## config.mk

```make
export PLATFORM = sky130hd
export DESIGN_NAME = brc_seq_cmp
export DESIGN_NICKNAME = d
export VERILOG_FILES = /design/src/rtl/brc_pkg.sv /design/src/rtl/brc_chunk_cmp.sv /design/src/rtl/brc_seq_cmp.sv
export SDC_FILE = /design/constraint.sdc
export NUM_CORES = 1
export LEC_CHECK = 0
export ABC_CLOCK_PERIOD_IN_PS = 2400
export CAP_MARGIN = 20
export CORE_MARGIN = 2
export CORE_UTILIZATION = 25
export DETAILED_ROUTE_END_ITERATION = 10
export PLACE_DENSITY = 0.5
export SLEW_MARGIN = 10
export SYNTH_ARGS = -nofsm -noshare
export SYNTH_HDL_FRONTEND = slang
export SYNTH_SLANG_ARGS = --single-unit
```

## constraint.sdc

```tcl
create_clock -name i_clk -period 2.4 [get_ports i_clk]
set_input_delay 0.72 -clock i_clk [delete_from_list [all_inputs] [get_ports i_clk]]
set_output_delay 0.72 -clock i_clk [all_outputs]
set_load 0.1 [all_outputs]
```

## src/rtl/brc_pkg.sv

```systemverilog
// Shared types and defaults for the sequential branch comparator.
// Optional feature macro used by brc_seq_cmp: BRC_EARLY_EXIT_EN.
package brc_pkg;

  typedef enum logic [1:0] {
    BRC_IDLE,
    BRC_CMP,
    BRC_DONE
  } brc_state_e;

  localparam int BRC_WIDTH = 32;
  localparam int BRC_CHUNK = 8;

  // A one-chunk compare still needs a 1-bit counter.
  function automatic int brc_ctr_width(input int nchunk);
    return (nchunk > 1) ? $clog2(nchunk) : 1;
  endfunction

endpackage

```

## src/rtl/brc_chunk_cmp.sv

```systemverilog
// Combinational unsigned compare of one operand chunk.
module brc_chunk_cmp #(
  parameter int CHUNK = 8
) (
  input  logic [CHUNK-1:0] i_a,
  input  logic [CHUNK-1:0] i_b,
  output logic             o_lt,
  output logic             o_eq
);

  assign o_lt = (i_a < i_b);
  assign o_eq = (i_a == i_b);

endmodule

```

## src/rtl/brc_seq_cmp.sv

```systemverilog
// Multi-cycle branch comparator: CHUNK bits per cycle, MSB chunk first, signed/unsigned.
// Build option: define BRC_EARLY_EXIT_EN to finish at the first differing chunk.
module brc_seq_cmp
  import brc_pkg::*;
#(
  parameter int WIDTH = BRC_WIDTH,
  parameter int CHUNK = BRC_CHUNK
) (
  input  logic             i_clk,
  input  logic             i_rst_n,
  input  logic             i_valid,
  output logic             o_ready,
  input  logic             i_br_un,
  input  logic [WIDTH-1:0] i_rs1_data,
  input  logic [WIDTH-1:0] i_rs2_data,
  output logic             o_valid,
  input  logic             i_ready,
  output logic             o_br_less,
  output logic             o_br_equal
);

  localparam int NCHUNK = (CHUNK > 0) ? (WIDTH / CHUNK) : 1;
  localparam int CTR_W  = brc_ctr_width(NCHUNK);
  localparam logic [CTR_W-1:0] CTR_LAST = CTR_W'(NCHUNK - 1);

  if (CHUNK < 1 || CHUNK > WIDTH || (WIDTH % CHUNK) != 0) begin : g_bad_cfg
    $error("brc_seq_cmp: CHUNK must be in 1..WIDTH and divide WIDTH");
  end

  brc_state_e       state_reg;
  logic [WIDTH-1:0] a_reg;
  logic [WIDTH-1:0] b_reg;
  logic [CTR_W-1:0] ctr_reg;
  logic             less_reg;
  logic             equal_reg;
`ifndef BRC_EARLY_EXIT_EN
  logic             decided_reg;
`endif

  logic [WIDTH-1:0] msb_flip;
  logic [CHUNK-1:0] a_chunk [NCHUNK];
  logic [CHUNK-1:0] b_chunk [NCHUNK];
  logic [CHUNK-1:0] a_cur;
  logic [CHUNK-1:0] b_cur;
  logic             chunk_lt;
  logic             chunk_eq;

  // Inverting both MSBs maps two's-complement order onto unsigned order.
  assign msb_flip = WIDTH'(~i_br_un) << (WIDTH - 1);

  genvar gi;
  for (gi = 0; gi < NCHUNK; gi++) begin : g_chunk
    assign a_chunk[gi] = a_reg[gi*CHUNK +: CHUNK];
    assign b_chunk[gi] = b_reg[gi*CHUNK +: CHUNK];
  end

  assign a_cur = a_chunk[ctr_reg];
  assign b_cur = b_chunk[ctr_reg];

  brc_chunk_cmp #(.CHUNK(CHUNK)) u_chunk_cmp (
    .i_a  (a_cur),
    .i_b  (b_cur),
    .o_lt (chunk_lt),
    .o_eq (chunk_eq)
  );

  always_ff @(posedge i_clk or negedge i_rst_n) begin
    if (!i_rst_n) begin
      state_reg   <= BRC_IDLE;
      a_reg       <= '0;
      b_reg       <= '0;
      ctr_reg     <= '0;
      less_reg    <= 1'b0;
      equal_reg   <= 1'b0;
`ifndef BRC_EARLY_EXIT_EN
      decided_reg <= 1'b0;
`endif
    end else begin
      case (state_reg)
        BRC_IDLE: begin
          if (i_valid) begin
            a_reg       <= i_rs1_data ^ msb_flip;
            b_reg       <= i_rs2_data ^ msb_flip;
            ctr_reg     <= CTR_LAST;
            less_reg    <= 1'b0;
            equal_reg   <= 1'b0;
`ifndef BRC_EARLY_EXIT_EN
            decided_reg <= 1'b0;
`endif
            state_reg   <= BRC_CMP;
          end
        end
        BRC_CMP: begin
`ifdef BRC_EARLY_EXIT_EN
          if (!chunk_eq) begin
            less_reg  <= chunk_lt;
            equal_reg <= 1'b0;
            state_reg <= BRC_DONE;
          end else if (ctr_reg == '0) begin
            less_reg  <= 1'b0;
            equal_reg <= 1'b1;
            state_reg <= BRC_DONE;
          end else begin
            ctr_reg <= ctr_reg - 1'b1;
          end
`else
          // Fixed latency: the first difference decides, later chunks are ignored.
          if (!decided_reg) begin
            if (!chunk_eq) begin
              less_reg    <= chunk_lt;
              equal_reg   <= 1'b0;
              decided_reg <= 1'b1;
            end else if (ctr_reg == '0) begin
              less_reg  <= 1'b0;
              equal_reg <= 1'b1;
            end
          end
          if (ctr_reg == '0) begin
            state_reg <= BRC_DONE;
          end else begin
            ctr_reg <= ctr_reg - 1'b1;
          end
`endif
        end
        BRC_DONE: begin
          if (i_ready) begin
            state_reg <= BRC_IDLE;
          end
        end
        default: state_reg <= BRC_IDLE;
      endcase
    end
  end

  assign o_ready    = (state_reg == BRC_IDLE);
  assign o_valid    = (state_reg == BRC_DONE);
  assign o_br_less  = less_reg;
  assign o_br_equal = equal_reg;

endmodule

```

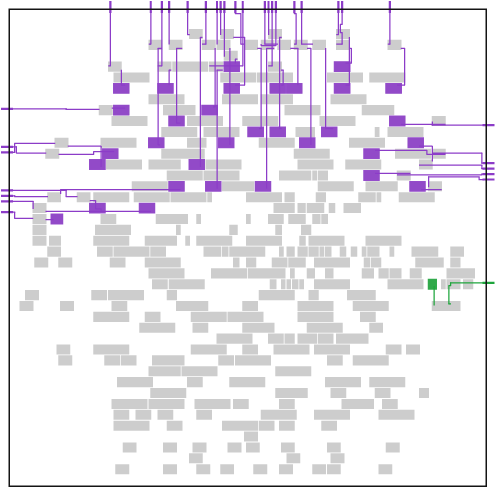
*I/O nets highlighted, run 1*
(4 px per um)
Key: purple = i_rs2_data [bits 32, direction input, end cells 32, buffers 32, wire 878 um]; green = o_ready [bits 1, direction output, end cells 1, buffers 1, wire 19.0 um]
number of buffer cells added on primary ports: 72
count of pins on the block boundary: 73

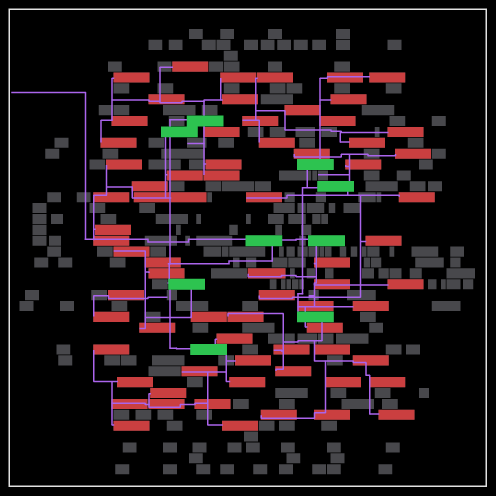
*Clock distribution, run 1*
(4 px per um)
Key: red = flip-flops [count 71]; green = cells driving clock nets [count 9]; purple = clock wires [length 1010 um]
There are 10 routed clock nets.

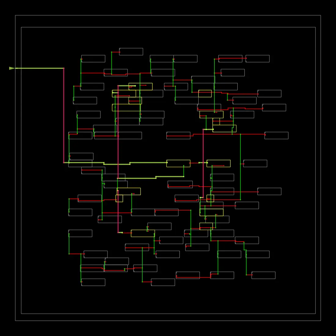
*Clock wiring as the flow saved it, run 1*
number of clock-tree buffers in the layout: 12
clk sinks: 71

==> reports/writeup.txt, run 1 <==
The wire length on met1 was 3270 um. The routability congestion estimate from global placement came out at 0.713. The longest incremental delay of any stage on the critical path is reported as 530 ps. Internal power comes to 0.00437 W. Last element of the critical path: o_br_less$_DFFE_PN0P_. Setup slack on the worst path after placement came out at 72.0 ps. Once detail routing completed, the nets flagged for antenna violations numbered 0.

With the worst setup skew after layout at 9.91 ps, the number of standard cells reported by yosys is 219. The flop and latch count out of synthesis came out at 71. The tools report the share of power burned in the clock network as 21.5%. The most frequent logic cell in the layout was sky130_fd_sc_hd__dfrtp_1.

In this run the critical register-to-register path is launched from ctr_reg[0]$_DFFE_PN0P_. The stage logs contain a warning count of 26. The data arrival time reported for the critical path is 2500 ps. The synthesized netlist handed to floorplanning was reported with a cell count of 219. The tools report the number of buffers created by CTS as 9.

After detailed routing, no signal wire sits above met4. Root buffer selected by CTS: sky130_fd_sc_hd__clkbuf_16. The number of unique standard cell types used by synthesis was 27.

The largest cell class by area is registers. The total power density per cell area came out at 1390 mW/mm2. The routed length per instance works out to 15.3 um. After synthesis, the share of cell area in mux cells is 32.8%. The initialized floorplan defines 41 standard-cell rows. The share of final layout cell area taken by non-clock buffers is 18.0%, and the synthesized area per cell is 15.1 um2.

The number of nets at floorplan was 297. Total track usage: 11.1%. Hold timing on the final database bottoms out at a slack of 378 ps. The predominant post-synthesis flop cell was sky130_fd_sc_hd__dfrtp_1. In this run the worst path has a maximum fanout of 7. The biggest slice of the total power is consumed by combinational cells. The number of flops mapped to enable cells by yosys works out to 0. Per the log, the first TritonRoute iteration ended with a DRC count of 82.

Summed over all instances, the cell type with the most area after synthesis is sky130_fd_sc_hd__dfrtp_1. Number of global-route vias before repair: 2310. The main area contributors are sky130_fd_sc_hd__dfrtp_1 54%, sky130_fd_sc_hd__mux2_2 22%, sky130_fd_sc_hd__mux4_2 11%. The run gives 0 as the number of antenna cells inserted.

The timing report lists the critical path depth as 7 cells. For the completed layout, the total cell area is recorded as 0.00466 mm2. The kind of cell adding the most delay to the critical path was multiplexers. The number of placed instances, taps included, is 460.

The worst setup path is captured at a flop. The highest clock rate this design can be run at is 440 MHz. The flow ran to the end, and the final reports show no timing, DRC or antenna violations. The timing report gives the clock slew at the launch and capture registers of the worst setup and hold paths as 60 ps. On the critical path, the stage with the largest delay is an instance of sky130_fd_sc_hd__mux4_2. Adder-cell share of the synthesized area: 3.41%. The flow reports that sequential cells draw 33.4% of the design power. The synthesized netlist devotes 0.531% of its cell area to XOR and XNOR gates. According to the timing report, the data required time at the worst endpoint equals 2630 ps. Cells fill 36.5% of the core in the end. The cell area after synthesis came out at 0.00330 mm2. The most critical min-delay path falls under input port to asynchronous set/reset pin. The first global-routing pass estimated 11900 um of wire. With the hold violation count in the final report at 0, the combined area of the multi-input logic cells is 0.00146 mm2. The fraction of cell area in sequential cells is reported as 38.1%. The completed layout was analyzed and its total power is 0.00648 W.

In this run the standard cell core region covers 0.0128 mm2. The share of the clock period used by the worst path after layout is 94.7%. OpenSTA lists the critical path startpoint as ctr_reg[0]$_DFFE_PN0P_.

The share of total power dissipated in combinational logic is 45.1%. Summed over the clock group, the power is 0.00139 W. The area taken by flip-flops and latches was 0.00178 mm2. The detailed router placed 2053 vias in this run. The run gives 0.00330 mm2 for the chip area line of the yosys report.

Share of layout cells above drive strength 1: 38.4%. The final timing report gives a worst setup slack of 128 ps. The final tally of max-slew violations is 0, and the summed negative setup slack over all endpoints is 0 ps.

The wire length after detailed routing was 7280 um. The most numerous cell in the Yosys netlist is sky130_fd_sc_hd__dfrtp_1. The instance area after placement came out at 0.00428 mm2.

The clock passes through at most 2 buffers. The final design was reported to hold multi-input combinational gates totalling 125. In the global route stage, met2 resource usage came out at 18.6%. IR analysis of the VDD net gives a maximum drop of 0.511 mV. The leakage power came out at 1.89 nW. For this run, the number of Yosys warnings is 0. With the non-clock inverter count in the final layout at 12, the area share of the leading cell type in the synthesized netlist is 53.8%. The flow reports power dissipated in combinational cells as 0.00292 W. The power report shows net switching accounting for 32.6% of the total. The analysis attributes to net switching a power of 0.00211 W. For this run, global-route usage on met1 was measured as 13.4%.

During tapcell insertion the tool placed 172 well taps. Setup repair after global routing left no endpoint under its margin. Setup violations remaining at the end of the flow were counted as 0. Before placement the cells fill 25.8% of the core. The clock reaches the later pin of the worst-skew pair after 330 ps.

By area, the combinational part of the netlist is dominated by multiplexers. In the global route stage, met3 resource usage came out at 2.87%. The final layout contains 378 nets. Detailed placement finished with a half-perimeter wire length of 5270 um.
## run 1: how the worst min path moves through the flow
| stage | from | to | slack [ps] |
|---|---|---|---|
| detailed placement | b_reg[5]$_DFFE_PN0P_ | b_reg[5]$_DFFE_PN0P_ | 490 |
| finish | i_rst_n | a_reg[1]$_DFFE_PN0P_ | 380 |
| floorplan | i_rst_n | a_reg[0]$_DFFE_PN0P_ | 420 |
| global route | i_rst_n | a_reg[9]$_DFFE_PN0P_ | 420 |
| global placement | b_reg[13]$_DFFE_PN0P_ | b_reg[13]$_DFFE_PN0P_ | 480 |
| CTS | i_rst_n | a_reg[1]$_DFFE_PN0P_ | 380 |
## run 1: repair_timing
item                                    4_1_cts  5_1_grt
buffers inserted                              0        1
gates resized                                 0        8
endpoints found under the setup margin        0        1
hold buffers                                  0        0
==> run 2, diff against run 1 <==
Settings changed: CTS_CLUSTER_SIZE set to 10.
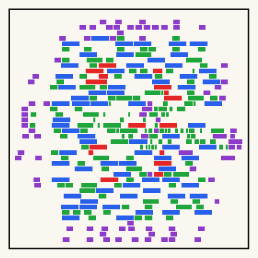
*Placement by cell class, run 2*
(2 px per um)
Key: blue = flip-flops [cells 71]; purple = other buffers and delay cells [cells 81]; green = all other logic [cells 137]; red = clock drivers and dummy loads [cells 16]
fraction of area in registers: 38.1%
Placeable Area: 0.0128 mm2
fin area: 0.00466 mm2
site row count: 41
Layout Utilization: 36.5%

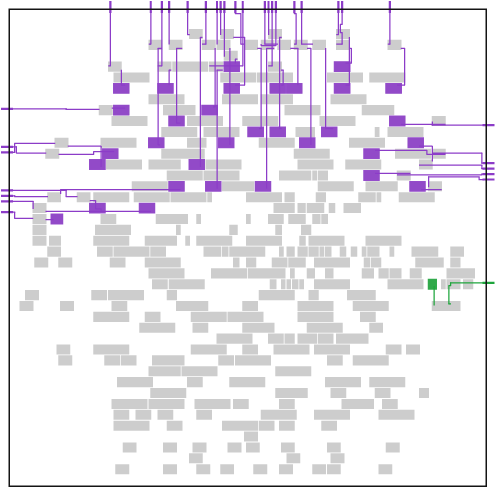
*I/O nets highlighted, run 2*
(4 px per um)
Key: purple = i_rs2_data [bits 32, direction input, end cells 32, buffers 32, wire 878 um]; green = o_ready [bits 1, direction output, end cells 1, buffers 1, wire 19.0 um]

==> reports/writeup.txt, run 2 <==
TritonCTS built the clock tree. The run gives 3610 um for the wire length on met2. With the summed negative setup slack over all endpoints at 0 ps (unchanged), the fraction of power consumed by combinational cells is 45.1% (about the same).

The floorplan step defined a die boundary enclosing 0.0141 mm2. The number of warnings printed during yosys synthesis was 0 (unchanged). After detailed routing, the met3 layer carries 287 um of wire. The run gives 440 MHz (unchanged) for the top achievable clock speed. Synthesized area per cell: 15.1 um2 (unchanged). The number of standard cells reported by yosys was 219 (unchanged). For this run, asynchronously set or reset flops after synthesis account for 100%. Worst vdd rail ir drop: 0.511 mV (unchanged). The total setup violations reported at the end of the flow was 0 (unchanged); the layout overhead on the synthesized area was 41.3%. The buffers inserted during post-CTS setup optimization is 0 (unchanged). The internal power was 0.00437 W (unchanged). The most common logic cell in the final layout is sky130_fd_sc_hd__dfrtp_1.

The logs give 5270 um (unchanged) for the post-DP HPWL and 130 ps for the slack of the worst reg-to-reg path. Number of gates resized after CTS: 0 (unchanged). Traced cell by cell, the critical path runs through buf_6 -> mux4_2 -> ha_1 -> nand4_1 -> o21ai_1 -> or3_1 -> o31ai_1. The dominant power group in this design is combinational cells.

Routability congestion estimate from global placement: 0.713 (unchanged). The predominant post-synthesis flop cell is sky130_fd_sc_hd__dfrtp_1. The tools report the required time at the worst-slack endpoint as 2630 ps (about the same). Broken down by cell family, the worst path's largest delay share belongs to multiplexers. The power of the clock network was 0.00139 W (about the same). The height of the die was 119 um. The adder-cell share of the synthesized area is 3.41% (unchanged), and the final worst slack is 128 ps (unchanged). The most numerous cell in the Yosys netlist is sky130_fd_sc_hd__dfrtp_1.

The number of OpenROAD warnings is 26 (unchanged), and the residual antenna-violating net count after detailed routing is 0 (unchanged). The number of buffers created by CTS was 9 (unchanged); the hold violation count in the final report was 0 (unchanged). Last element of the critical path: o_br_less$_DFFE_PN0P_. For reference, the top cells by area after synthesis are sky130_fd_sc_hd__dfrtp_1 54%, sky130_fd_sc_hd__mux2_2 22%, sky130_fd_sc_hd__mux4_2 11%. STA classifies the critical path endpoint as a flop. The cell area after synthesis was 0.00330 mm2 (unchanged). The wire length on met1 came out at 3270 um (unchanged). The total combinational power came out at 0.00292 W (about the same). For reference, the critical path is launched at ctr_reg[0]$_DFFE_PN0P_. The XOR/XNOR share of the synthesized area was 0.531% (unchanged).

The logs give 0.00211 W (unchanged) for the power spent charging and discharging nets and 219 (unchanged) for the synthesized instance count. The biggest combinational cell group after synthesis was multiplexers. The smallest hold slack came out at 378 ps (unchanged). The run gives 72 (unchanged) for the number of input and output port buffers inserted.

The number of nets at floorplan was 297 (unchanged); the count of vias placed by the detailed router was 2053 (unchanged). The count of cell instances traversed by the critical path works out to 7 (unchanged). The signal arrival time at the worst endpoint is 2500 ps (about the same). The final tally of max-slew violations was 0 (unchanged).

Clock tree synthesis selected as its root buffer the cell sky130_fd_sc_hd__clkbuf_16. The total track usage was 11.1% (unchanged). The run finished with clean final reports. With the number of unique standard cell types used by synthesis at 27 (unchanged), the global-route wire length before repair is 11900 um (unchanged). The number of flops mapped to enable cells by yosys is 0 (unchanged).

Start of the worst register-to-register path: ctr_reg[0]$_DFFE_PN0P_. The routed length per instance works out to 15.3 um (unchanged). The flop and latch count out of synthesis was 71 (unchanged).

Setup repair after global routing left no endpoint under its margin. The cell taking the most area after synthesis was sky130_fd_sc_hd__dfrtp_1. The run gives 0 (unchanged) as the number of antenna cells inserted. The number of top-level pins is 73 (unchanged). With the area fraction in mux cells at 32.8% (unchanged), the met2 routing resource usage after global routing is 18.6% (unchanged).

The clock latency at the later pin of the worst-skew pair was 330 ps (about the same); the share of the clock period used by the worst path after layout was 94.7% (unchanged). Chip area line of the yosys report: 0.00330 mm2 (unchanged). The maximum buffer depth of the clock tree was 2 (unchanged); the largest fanout on the critical path was 7 (unchanged). With the normalized max-slew margin at 63.7%, the wire length after detailed routing is 7280 um (unchanged). Clock-pin transition on the worst setup and hold timing paths: 60 ps (about the same). The violation count after the first detailed-routing iteration is 82 (unchanged), and the leakage power is 1.89 nW (unchanged).

The number of sinks on the clock net is 71 (unchanged). The largest individual stage delay along the critical path comes from the cell sky130_fd_sc_hd__mux4_2. With the met1 capacity usage during global routing at 13.4% (unchanged), the area share of the leading cell type in the synthesized netlist is 53.8% (unchanged). The part of the total power dissipated in sequential elements was 33.4% (about the same). The tools report the number of nets in the final layout as 378 (unchanged).

For the share of power burned in the clock network, the log shows 21.5% (about the same). The highest signal layer in the routed design was met4. The worst setup timing slack at the placement stage is 72.0 ps (unchanged). The tools report the hold buffer count at CTS as 0 (unchanged).

The highest cell delay on the worst timing path is 530 ps (about the same). The fraction of power spent switching nets was 32.6% (unchanged); the flip-flop and latch power was 0.00217 W. The number of placed instances, taps included came out at 460 (unchanged).
==> run 2: area by class of cell <==
class / instances / area, um2
clock buffers: 12 / 267
clock inverters: 4 / 52.6
fillers: 1234 / 8110
inverters: 12 / 45.0
multi-input cells: 125 / 1460
flip-flops and latches: 71 / 1780
well taps: 172 / 215
repair buffers: 81 / 841
==> run 2: cell families (layout without fill, tap and decap cells) <==
| group | after synthesis | count (layout) |
|---|---|---|
| compound gates | 16 | 16 |
| xor+xnor | 2 | 2 |
| mux | 80 | 80 |
| buf+inv | 23 | 109 |
| fa+ha+maj | 9 | 9 |
| simple gates | 18 | 18 |
| flops | 71 | 71 |
==> run 2: stage by stage <==
step	power, W	area, um2
final	0.00648	4660
after detailed placement	0.00500	4280
after global placement	0.00490	4280
after floorplan	0.00418	3310
after CTS	0.00643	4600
after global routing	0.00697	4660
No activity file was given, so power comes from the tool's default toggle rates.
